<file path="src/rtl/cpu_ctrl_pkg.sv">
// Shared definitions for the CPU control blocks: fetch FSM state encoding, fetch-latency limits
// and the default PC/memory/instruction widths.
package cpu_ctrl_pkg;

  localparam int unsigned ADDR_W_DEF     = 8;
  localparam int unsigned DATA_W_DEF     = 8;
  localparam int unsigned FETCH_WAIT_MIN = 1;
  localparam int unsigned FETCH_WAIT_MAX = 3;

  localparam logic [2:0] CLR   = 3'd0;
  localparam logic [2:0] ADDR  = 3'd1;
  localparam logic [2:0] WAIT  = 3'd2;
  localparam logic [2:0] CAP   = 3'd3;
  localparam logic [2:0] VALID = 3'd4;
  localparam logic [2:0] JUMP  = 3'd5;
  localparam logic [2:0] HALT  = 3'd6;

  typedef enum logic [2:0] {
    StClr   = CLR,
    StAddr  = ADDR,
    StWait  = WAIT,
    StCap   = CAP,
    StValid = VALID,
    StJump  = JUMP,
    StHalt  = HALT
  } fetch_state_e;

endpackage

</file>
<file path="src/rtl/fetch_wait_timer.sv">
// Loadable 2-bit down-counter that times the program-memory read latency.
module fetch_wait_timer (
  input  logic       clk_i,
  input  logic       rst_ni,
  input  logic       load_i,
  input  logic [1:0] load_val_i,
  input  logic       dec_i,
  output logic       zero_o
);

  logic [1:0] count_q, count_d;

  always_comb begin
    count_d = count_q;
    if (load_i) begin
      count_d = load_val_i;
    end else if (dec_i && (count_q != 2'd0)) begin
      count_d = count_q - 2'd1;
    end
  end

  // Flags the edge at which the count lands on zero, so the FSM can move on that same edge.
  assign zero_o = (count_d == 2'd0);

  always_ff @(posedge clk_i) begin
    if (!rst_ni) begin
      count_q <= 2'd0;
    end else begin
      count_q <= count_d;
    end
  end

endmodule

</file>
<file path="src/rtl/fetch_sequencer.sv">
// Instruction-fetch controller: drives the PC counter chain and program memory, and hands each
// fetched byte to the decoder over a valid/ready handshake with jump and halt servicing.
module fetch_sequencer
  import cpu_ctrl_pkg::*;
#(
  parameter int unsigned ADDR_W     = ADDR_W_DEF,
  parameter int unsigned DATA_W     = DATA_W_DEF,
  parameter int unsigned FETCH_WAIT = 1
) (
  input  logic              clk,
  input  logic              rst_n,
  input  logic [ADDR_W-1:0] pc_q,
  input  logic              pc_carry,
  output logic              pc_en,
  output logic              pc_load_n,
  output logic              pc_clear_n,
  output logic [ADDR_W-1:0] pc_d,
  output logic              mem_rd,
  output logic [ADDR_W-1:0] mem_addr,
  input  logic [DATA_W-1:0] mem_rdata,
  output logic [DATA_W-1:0] ir,
  output logic              instr_valid,
  input  logic              instr_ready,
  input  logic              jmp_req,
  input  logic [ADDR_W-1:0] jmp_target,
  input  logic              halt_req,
  output logic              halted,
  output logic              pc_wrapped
);

  if (FETCH_WAIT < FETCH_WAIT_MIN || FETCH_WAIT > FETCH_WAIT_MAX) begin : gen_fetch_wait_check
    $error("fetch_sequencer: FETCH_WAIT must be within 1..3");
  end

  localparam logic [1:0] WaitLoad = 2'(FETCH_WAIT - 1);

  fetch_state_e      state_q, state_d;
  logic [DATA_W-1:0] ir_q, ir_d;
  logic [ADDR_W-1:0] jmp_pc_q, jmp_pc_d;
  logic [ADDR_W-1:0] addr_q, addr_d;
  logic              wrapped_q, wrapped_d;
  logic              timer_load, timer_dec, timer_zero;

  fetch_wait_timer u_wait_timer (
    .clk_i      (clk),
    .rst_ni     (rst_n),
    .load_i     (timer_load),
    .load_val_i (WaitLoad),
    .dec_i      (timer_dec),
    .zero_o     (timer_zero)
  );

  always_comb begin
    state_d     = state_q;
    ir_d        = ir_q;
    jmp_pc_d    = jmp_pc_q;
    addr_d      = addr_q;
    wrapped_d   = wrapped_q;
    timer_load  = 1'b0;
    timer_dec   = 1'b0;
    pc_en       = 1'b0;
    pc_load_n   = 1'b1;
    pc_clear_n  = 1'b1;
    mem_rd      = 1'b0;
    mem_addr    = addr_q;
    instr_valid = 1'b0;
    halted      = 1'b0;

    unique case (state_q)
      StClr: begin
        pc_clear_n = 1'b0;
        state_d    = StAddr;
      end
      StAddr: begin
        mem_rd     = 1'b1;
        mem_addr   = pc_q;
        addr_d     = pc_q;
        timer_load = 1'b1;
        state_d    = timer_zero ? StCap : StWait;
      end
      StWait: begin
        timer_dec = 1'b1;
        if (timer_zero) begin
          state_d = StCap;
        end
      end
      StCap: begin
        ir_d  = mem_rdata;
        pc_en = 1'b1;
        if (pc_carry) begin
          wrapped_d = 1'b1;
        end
        state_d = StValid;
      end
      StValid: begin
        instr_valid = 1'b1;
        if (instr_ready) begin
          if (halt_req) begin
            state_d = StHalt;
          end else if (jmp_req) begin
            jmp_pc_d = jmp_target;
            state_d  = StJump;
          end else begin
            state_d = StAddr;
          end
        end
      end
      StJump: begin
        pc_load_n = 1'b0;
        state_d   = StAddr;
      end
      StHalt: begin
        halted = 1'b1;
      end
      default: begin
        state_d = StClr;
      end
    endcase
  end

  always_ff @(posedge clk) begin
    if (!rst_n) begin
      state_q   <= StClr;
      ir_q      <= '0;
      jmp_pc_q  <= '0;
      addr_q    <= '0;
      wrapped_q <= 1'b0;
    end else begin
      state_q   <= state_d;
      ir_q      <= ir_d;
      jmp_pc_q  <= jmp_pc_d;
      addr_q    <= addr_d;
      wrapped_q <= wrapped_d;
    end
  end

  assign ir         = ir_q;
  assign pc_d       = jmp_pc_q;
  assign pc_wrapped = wrapped_q;

endmodule

</file>
<file path="config.mk">
export PLATFORM = sky130hd
export DESIGN_NAME = fetch_sequencer
export DESIGN_NICKNAME = d
export VERILOG_FILES = /design/src/rtl/cpu_ctrl_pkg.sv /design/src/rtl/fetch_wait_timer.sv /design/src/rtl/fetch_sequencer.sv
export SDC_FILE = /design/constraint.sdc
export NUM_CORES = 1
export LEC_CHECK = 0
export CAP_MARGIN = 10
export CORE_MARGIN = 1
export CORE_UTILIZATION = 37
export DETAILED_ROUTE_END_ITERATION = 7
export PLACE_DENSITY_LB_ADDON = 0.05
export SLEW_MARGIN = 15
export SYNTH_ARGS = -nofsm -noshare
export SYNTH_HDL_FRONTEND = slang
export SYNTH_SLANG_ARGS = --single-unit
</file>
<file path="constraint.sdc">
create_clock -name clk -period 1.3 [get_ports clk]
set_input_delay 0.26 -clock clk [delete_from_list [all_inputs] [get_ports clk]]
set_output_delay 0.26 -clock clk [all_outputs]
set_load 0.005 [all_outputs]
</file>
==> notes.md <==
impl run done, here's what came out: status=complete, but fails checks, violated checks=negative setup slack, Post-synth seq share=0.4416, number of tapcells=46, worst r2r path cells=6, post-synth top area share=0.4416, reg-to-reg slack, setup=-0.24 ns, Setup violations, final=38, share of layout cells above drive strength 1=0.3727, Die Y=62.63 µm, CP startpoint=state_q[1], Critical Path Source Type=register, Max Used Layer=met4, hold path start=pc_d[7], post-synthesis adder-cell area fraction=0.009200, Avg Synthesized Cell Area=10.15 µm², registers=30, initial core utilization=0.3982, synthesized area=1360 µm², area fraction in xor and xnor cells=0, worst hold stages=2, CTS Root Cell=clkbuf_4, Global Route Usage Sum=0.1836, Fill cells=285, top cells by count, synth=30 x dfxtp_1, 20 x nand2_1, 17 x mux2i_1, 9 x nor2b_1, Setup CP Type=register to output pin, clock sinks=30, total core area=3416 µm², total gr overflow=0, CTS tree=done, Mux area share=0.2134, FFs w/ async S/R, synth=0, largest net degree at the start of global routing=25, IO Port Bufs=60, Post-synth EDFFs=0, io pins=61, power density over the cells=a little under 1000 nW/µm², WL met2=1953 µm, Inverters=3, RSZ-0062 raised after global routing=yes, tool warnings=28, Buffers excl. clock=88, largest area contributor in the netlist=dfxtp_1, Final period util=1.436, detailed placement HPWL=2352 µm, final wirelength=3575 µm, antenna viol nets, final=0, Layout non-clock buf frac=0.3644, HP Class=register to register, Simple-Gate Area Share=0.2245, Logic Gate Count=91, yosys stat cell total=134, CTS buffer count=5, WL met3=190 µm, initial antenna violation count=0, Detailed Route Iter0 Violations=47, Hold EP=pc_d[7], yosys stat area=1360 µm², Multi-input gate area=734.5 µm², residual DRC count=0, Cell variety after synth=26, DRT Pass-1 Iters=5, DRT met1 WL=1389 µm, Final clock-cell share=0.02568, GP Congestion=about 0.68, Slew @ Worst Pin=about 0.24 ns, Max VDD drop=0.0007342 V, Relative slew margins=0.8405, clock-pin slew on the worst setup and hold paths=0.10 ns, Setup TNS=-8.713 ns, Worst Setup End Kind=output pin, Worst R2R Start=state_q[1], CP required=1.04 ns, Synth-to-Final Area Change=71.94%, std cell rows=21, Slew Limit Fails=0, first-pass GRT wire length=5616 µm, CLK BUF=7, Biggest Area Class=non-clock buffers, Max-Cap Viols=0, Achievable Freq=535.7 MHz, combinational share of cell area=0.3141, P_leak=~1.0 nW, Synth Register Bits=30, Die ar.=3923 µm², Top cells by area=dfxtp_1 44%, mux2i_1 13%, mux2_4 8.8%, Critical Path AT=1.61 ns, Bufs on Longest Clock Path=2, width of the die=between 60 and 70 µm, via count=1236, nets=250, Dominant combinational family=simple AND/OR/NAND/NOR gates, vias in the first global route=~1.3k, final worst slack=-0.5667 ns, post-synth net total=165, Final min period=between 1.5 and 2 ns, most common cell in the synthesized netlist=dfxtp_1, Worst R2R End=addr_q[6], Worst Setup EP=pc_en, synth warn=0, H-tree depth=2, Post-Synthesis Cells=roughly 130
==> placed cells by master, fill, tap and decap left out, drive strengths merged <==
cell | synthesis | routed
a21oi | 4 | 4
nor2b | 9 | 9
nand3 | 1 | 1
nor3 | 1 | 1
nor2 | 2 | 2
o22ai | 2 | 2
nor4b | 3 | 3
or3 | 1 | 1
buf | 6 | 38
dlygate4sd2 | 0 | 18
and4b | 1 | 1
clkinv | 0 | 1
and3b | 2 | 2
ha | 1 | 1
o21a | 2 | 2
o21ai | 2 | 2
nor3b | 4 | 4
a31oi | 2 | 2
mux2 | 8 | 8
dfxtp | 30 | 30
mux2i | 17 | 17
clkdlybuf4s50 | 0 | 32
nand2 | 20 | 20
and2 | 8 | 8
clkbuf | 4 | 7
inv | 3 | 3
nand2b | 1 | 1
==> per-stage QoR <==
stage	cell area, µm²	setup WS [ns]	cells	hold WS [ns]	total power, W
2_1_floorplan	1360	0.05600	134	0.4021	0.001264
3_3_place_gp	2051	-0.4102	242	0.4430	0.001518
3_5_place_dp	2051	-0.4466	242	0.4527	0.001534
4_1_cts	2263	-0.5580	262	0.4631	0.002240
5_1_grt	2338	-0.6398	266	0.4830	0.002404
6_report	2338	-0.5667	266	0.4619	0.002265
==> power by group <==
part	leakage [nW]	switching, W	internal (W)
sequential	0.252	0.0000226	0.000970
clock	0.0353	0.000311	0.000262
combinational	0.726	0.000239	0.000460
total	1.01	0.000573	0.00169
==> timing repair <==
item                       CTS  global route
hold buffers                 0             0
resized                     98            12
pin swaps                    3             1
setup buffers               12             5
gates cloned                 1             0
hold endpoints to repair     0             0
setup endpoints to repair   56            42
==> critical path: stages (launching register included) <==
cell and delay, ns:
dfxtp_2 0.36, buf_4 0.20, and3b_1 0.21, clkdlybuf4s50_1 0.50
Figure 1. Port wiring.
Scale bar: 20 µm.
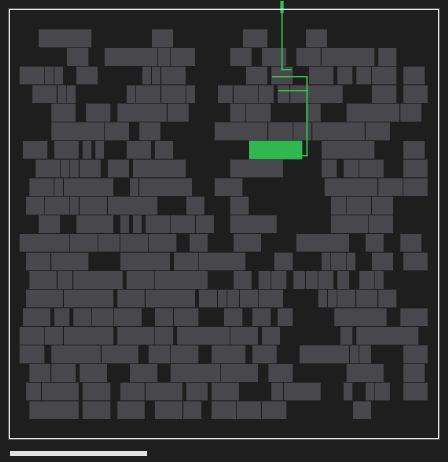
Key: green = pc_wrapped [bits 1, direction output, end cells 1, wire 31.9 µm]

Figure 2. Routing congestion map.
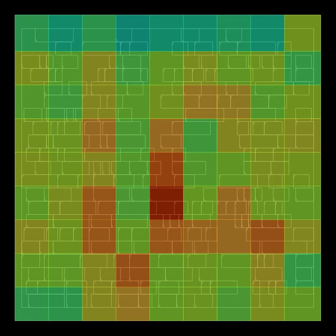
layer with the highest usage: met2
Layout Utilization: 0.6846
M2 GR Usage: 0.3438
GRT met1 Usage: 0.1905
WL per Instance: 13.44 µm

Figure 3. Metal 1.
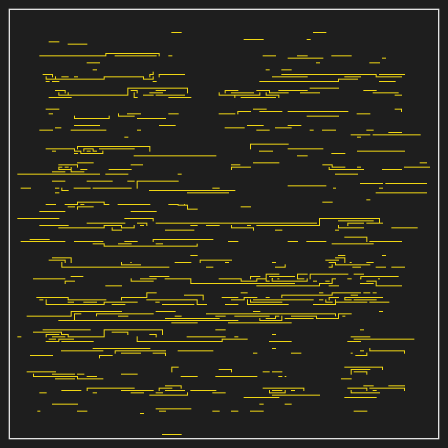
The layer holds 39% of the routed length. The layer carries 1390 µm of wire. The wires run mostly horizontal. 212 nets have wire on it. The longest straight run is 26.2 µm.

Figure 4. Register map, names as in the netlist.
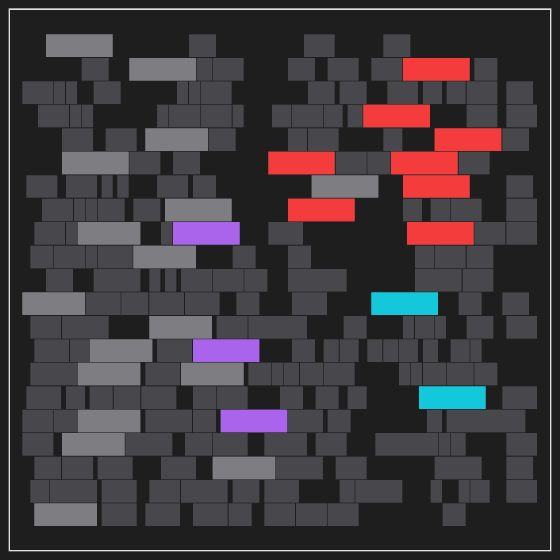
Key: cyan = u_wait_timer.count_q [placed flops 2]; red = ir [placed flops 8, where top right]; purple = state_q [placed flops 3]
Another 17 sequential cells are not coloured.
FF+latch area: 623.1 µm²
register share of the cell area: 0.2665
sequential logic power: 0.000993 W

Figure 5. Routed clock nets over the placement.
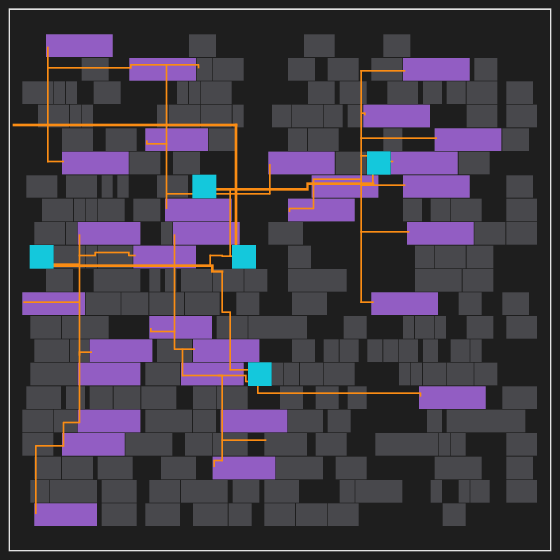
Key: orange = clock wires [length 378 µm]; cyan = cells driving clock nets [count 5]; purple = flip-flops [count 30]
There are 6 routed clock nets.
final clock skew: 0.005865 ns
clk latency late pin: 0.32 ns

Power figures rest on the tool's default switching activity, not on a simulated workload.
